<file path="src/rtl/sdram_pkg.sv">
// Shared types and constants for the SDRAM arbiter slice.
package sdram_pkg;

    localparam int SDRAM_ADDR_W = 22;
    localparam int SDRAM_DATA_W = 16;

    localparam logic PORT_ADC  = 1'b0;
    localparam logic PORT_HOST = 1'b1;

    typedef enum logic [1:0] {
        IDLE,
        ISSUE,
        WAIT_DONE,
        ERROR_RECOVER
    } arb_state_t;

endpackage

</file>
<file path="src/rtl/sdram_arb_prio.sv">
// Grant selector: port 0 priority, with an optional starvation guard
// for port 1 when SDRAM_ARB_STARVE_GUARD_EN is defined.
module sdram_arb_prio
    import sdram_pkg::*;
#(
    parameter int MAX_STARVE = 8
) (
    input  logic Clk,
    input  logic Reset_n,
    input  logic p0_req,
    input  logic p1_req,
    input  logic grant,
    output logic winner
);

`ifdef SDRAM_ARB_STARVE_GUARD_EN
    localparam int CW = $clog2(MAX_STARVE + 1);

    logic [CW-1:0] starve;
    logic          force_host;

    assign force_host = p1_req && (starve == CW'(MAX_STARVE));
    assign winner     = (!p0_req || force_host) ? PORT_HOST : PORT_ADC;

    // Never exceeds MAX_STARVE: at the limit port 1 wins and clears it.
    always_ff @(posedge Clk) begin
        if (!Reset_n) begin
            starve <= '0;
        end else if (grant) begin
            if (winner == PORT_HOST)
                starve <= '0;
            else if (p1_req)
                starve <= starve + 1'b1;
        end
    end
`else
    logic unused_prio;

    assign winner      = p0_req ? PORT_ADC : PORT_HOST;
    assign unused_prio = ^{Clk, Reset_n, grant, p1_req, (MAX_STARVE > 0)};
`endif

endmodule

</file>
<file path="src/rtl/sdram_arbiter.sv">
// Two-port arbiter in front of the SDRAM controller transaction port.
// Optional port-1 starvation guard: SDRAM_ARB_STARVE_GUARD_EN.
module sdram_arbiter
    import sdram_pkg::*;
#(
    parameter int ADDR_W      = SDRAM_ADDR_W,
    parameter int DATA_W      = SDRAM_DATA_W,
    parameter int ACK_TIMEOUT = 1024,
    parameter int MAX_STARVE  = 8
) (
    input  logic              Clk,
    input  logic              Reset_n,
    input  logic              P0_Req,
    input  logic              P0_WnR,
    input  logic [ADDR_W-1:0] P0_Address,
    input  logic [DATA_W-1:0] P0_DataIn,
    output logic              P0_Ack,
    output logic              P0_Done,
    output logic [DATA_W-1:0] P0_DataOut,
    input  logic              P1_Req,
    input  logic              P1_WnR,
    input  logic [ADDR_W-1:0] P1_Address,
    input  logic [DATA_W-1:0] P1_DataIn,
    output logic              P1_Ack,
    output logic              P1_Done,
    output logic [DATA_W-1:0] P1_DataOut,
    output logic              Mem_Req,
    output logic              Mem_WnR,
    output logic [ADDR_W-1:0] Mem_Address,
    output logic [DATA_W-1:0] Mem_DataIn,
    input  logic [DATA_W-1:0] Mem_DataOut,
    input  logic              Mem_Busy,
    input  logic              Mem_Ack,
    output logic              Err
);

    localparam int TW = $clog2(ACK_TIMEOUT + 1);

    arb_state_t    state;
    logic          owner;
    logic          win;
    logic          grant;
    logic [TW-1:0] tmo;

    assign grant = (state == IDLE) && !Mem_Busy && (P0_Req || P1_Req);

    sdram_arb_prio #(
        .MAX_STARVE(MAX_STARVE)
    ) u_prio (
        .Clk    (Clk),
        .Reset_n(Reset_n),
        .p0_req (P0_Req),
        .p1_req (P1_Req),
        .grant  (grant),
        .winner (win)
    );

    always_ff @(posedge Clk) begin
        if (!Reset_n) begin
            state       <= IDLE;
            owner       <= PORT_ADC;
            tmo         <= '0;
            P0_Ack      <= 1'b0;
            P1_Ack      <= 1'b0;
            P0_Done     <= 1'b0;
            P1_Done     <= 1'b0;
            P0_DataOut  <= '0;
            P1_DataOut  <= '0;
            Mem_Req     <= 1'b0;
            Mem_WnR     <= 1'b0;
            Mem_Address <= '0;
            Mem_DataIn  <= '0;
            Err         <= 1'b0;
        end else begin
            P0_Ack  <= 1'b0;
            P1_Ack  <= 1'b0;
            P0_Done <= 1'b0;
            P1_Done <= 1'b0;
            unique case (state)
                IDLE: begin
                    if (grant) begin
                        owner       <= win;
                        Mem_Req     <= 1'b1;
                        Mem_WnR     <= win ? P1_WnR : P0_WnR;
                        Mem_Address <= win ? P1_Address : P0_Address;
                        Mem_DataIn  <= win ? P1_DataIn : P0_DataIn;
                        tmo         <= TW'(ACK_TIMEOUT);
                        state       <= ISSUE;
                    end
                end
                ISSUE: begin
                    if (Mem_Ack) begin
                        Mem_Req <= 1'b0;
                        P0_Ack  <= (owner == PORT_ADC);
                        P1_Ack  <= (owner == PORT_HOST);
                        state   <= WAIT_DONE;
                    end else if (tmo <= TW'(1)) begin
                        Err     <= 1'b1;
                        Mem_Req <= 1'b0;
                        state   <= ERROR_RECOVER;
                    end else begin
                        tmo <= tmo - 1'b1;
                    end
                end
                WAIT_DONE: begin
                    if (!Mem_Busy && !Mem_Ack) begin
                        P0_Done <= (owner == PORT_ADC);
                        P1_Done <= (owner == PORT_HOST);
                        if (!Mem_WnR && owner == PORT_ADC)
                            P0_DataOut <= Mem_DataOut;
                        if (!Mem_WnR && owner == PORT_HOST)
                            P1_DataOut <= Mem_DataOut;
                        state <= IDLE;
                    end
                end
                ERROR_RECOVER: begin
                    // Completes the aborted command so the requester is released.
                    if (!Mem_Busy) begin
                        P0_Done <= (owner == PORT_ADC);
                        P1_Done <= (owner == PORT_HOST);
                        state   <= IDLE;
                    end
                end
                default: state <= IDLE;
            endcase
        end
    end

endmodule
</file>
<file path="config.mk">
export PLATFORM = sky130hd
export DESIGN_NAME = sdram_arbiter
export DESIGN_NICKNAME = d
export VERILOG_FILES = /design/src/rtl/sdram_pkg.sv /design/src/rtl/sdram_arb_prio.sv /design/src/rtl/sdram_arbiter.sv
export SDC_FILE = /design/constraint.sdc
export NUM_CORES = 1
export LEC_CHECK = 0
export ABC_AREA = 1
export CORE_MARGIN = 1
export CORE_UTILIZATION = 41
export DETAILED_ROUTE_END_ITERATION = 16
export PLACE_DENSITY = 0.77
export SYNTH_ARGS = -nofsm -noshare
export SYNTH_HDL_FRONTEND = slang
export SYNTH_SLANG_ARGS = --single-unit
</file>
<file path="constraint.sdc">
create_clock -name Clk -period 1.45 [get_ports Clk]
set_input_delay 0.29 -clock Clk [delete_from_list [all_inputs] [get_ports Clk]]
set_output_delay 0.29 -clock Clk [all_outputs]
set_load 0.02 [all_outputs]
</file>
Figure 1. Metal 3.
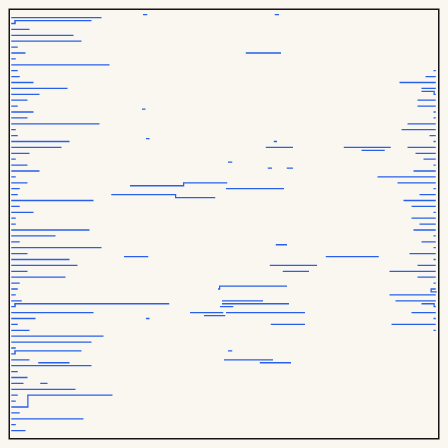
share of all routed wire: 8.2%
longest straight run: 35.4 um
nets with wire on the layer: 137
main direction: horizontal

Figure 2. Congestion heat map.
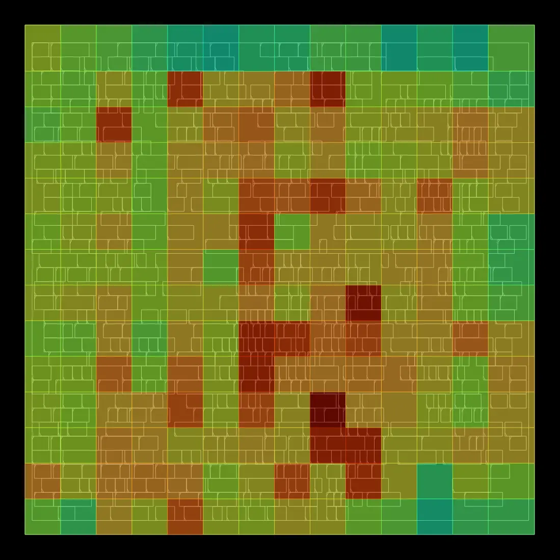
gr usage total: 0.241
GRT Max-Usage Layer: met2
met1 global-route usage: 0.272
met2 track demand over resource in global routing: 0.434

Figure 3. Ports around the boundary.
Pins as bars across the die edge, other pins in grey.
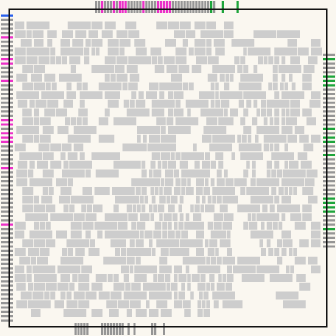
[green] P0_DataOut | pins: 16 | direction: output | edge: 13 east, 3 north
[blue] Mem_WnR | pins: 1 | direction: output | edge: west
[magenta] P1_Address | pins: 22 | direction: input | edge: 11 west, 11 north
all pins by edge: 71 west, 45 east, 43 north, 18 south

==> flow_metrics.py <==
# Generated from Yosys and OpenROAD reports
metrics = {
    "yosys": {
        "async_flop_share": 0,
        "mux_area_frac": 0.0993,
        "top_area_cell": "dfxtp_1",
        "yosys-dominant-comb-family": "AND-OR/OR-AND gates",
        "top_cell_types_by_occurrence_after_synthesis": "dfxtp_1, a21oi_1, o21ai_0",
        "post-synth-top-count-cell": "dfxtp_1",
        "synthesis.yosys.warnings": 0,
        "ys_cells": 481,
        "synth.net_count": 583,
        "synth.cellmix.xorXnorShare": 0.00686,
        "synth_area_um2": 3830,
        "ys_types": 22,
        "ys_sh_aoi": 0.193,
        "simple_gate_share": 0.143,
        "synth_seq_share": 0.476,
    },
    "timing": {
        "timing.final.setup_violations": 1,
        "slew_headroom": 0.719,
        "period_used_share": 1.01,
        "final.setup.tns_ps": -17.5,
        "worst_clock_skew_ps": 14.0,
        "timing.final.hold_violations": 0,
        "fin_ws_ps": -17.5,
    },
    "power": {
        "internal_power_consumption_mw": 5.29,
        "clock_power_share": 0.204,
        "comb_pwr_mw": 3.60,
        "vdd.ir_drop.worst_uv": 779,
        "seq_cell_power_mw": 3.14,
        "power.share.sequential": 0.371,
        "leakagePower_nw": 2.87,
    },
    "die": {
        "initial_core_util": 0.431,
        "io-pin-count": 177,
        "placement_rows": 34,
    },
    "worst_setup_path": {
        "critPathArrivalTime_ps": 1740,
        "critical_path_class": "flop to flop",
    },
    "run_status": {
        "status": "finished with violations",
        "failed_checks": "negative setup slack",
    },
    "cells_and_area": {
        "buffers": 220,
        "largest-register": "Mem_Address",
        "nNonClkInverters": 39,
        "syn_to_final_growth_pct": 63.5,
        "seq_area_frac": 0.292,
        "fin_cells": 795,
    },
    "cts": {
        "clk-insertion-delay-late_ps": 360,
        "post_cts_resize_count": 85,
        "cts_made_buffers": 9,
        "ctsHoldBuffers": 0,
        "postCtsSetupBuffers": 3,
        "cts_root_buf": "clkbuf_8",
    },
    "flow_run": {
        "max_cap_violations": 0,
    },
    "grt": {
        "grt_antenna_before_repair": 0,
        "grt_start_max_net_pins": 63,
        "grt_first_pass_wirelength_um": 18900,
    },
    "placed_design": {
        "io_buffer_count": 176,
        "place.gp.congestion": 0.934,
        "cell_total_after_placement": 773,
    },
    "routing": {
        "post-route-drc-count": 0,
    },
    "hold_path": {
        "hold_path.class": "primary input to flop",
    },
}
Figure 4. Wiring by layer.
Only two layers are drawn.
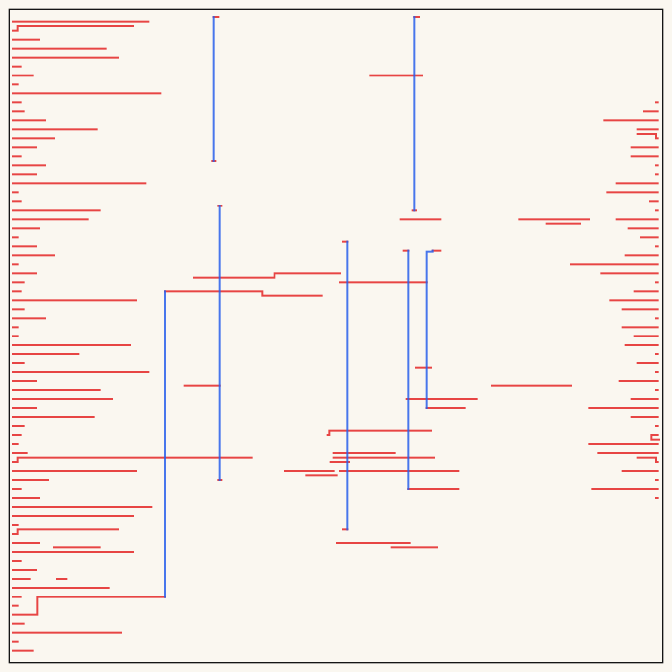
[red] M3 | wire length: 968 um
[blue] M4 | wire length: 243 um
total routed wirelength: 11900 um
total via count in the routed design: 4078
post-DR wirelength/cell: 14.9 um

Figure 5. Sequential cells coloured by netlist name.
Other sequential cells in the stronger grey, the rest of the logic in the fainter grey.
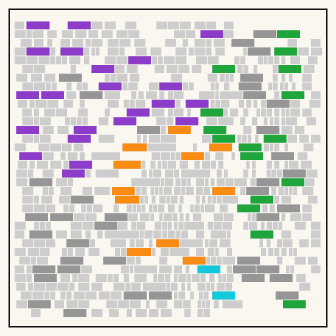
[green] P0_DataOut | sequential cells: 16
[orange] tmo | sequential cells: 11
[purple] Mem_Address | sequential cells: 22
[cyan] state | sequential cells: 2
not coloured: 40

-- final timing paths --
kind	to	slack (ps)	cells past startpoint
worst min-delay path	state[0]	400	4
worst min register to register	P1_DataOut[13]	450	2
worst max register to register	tmo[1]	-20	10
worst max-delay path	tmo[1]	-20	10
-- worst max-delay path, cell delays in order, from the launching register on --
cell and delay, ps:
dfxtp_2 340, inv_2 80, ha_4 130, nand2_2 50, nor2_2 140, nand2_2 90
nand3_4 130, buf_12 140, buf_6 90, nand3_2 60, a21oi_2 150
-- per-stage QoR --
step,util,area [um2],hold slack (ps)
6_report,0.704,6260,397
3_3_place_gp,0.666,5920,434
2_1_floorplan,-,3830,454
5_1_grt,0.704,6260,407
3_5_place_dp,0.666,5920,436
4_1_cts,0.684,6080,390
No activity file was given, so power comes from the tool's default toggle rates.
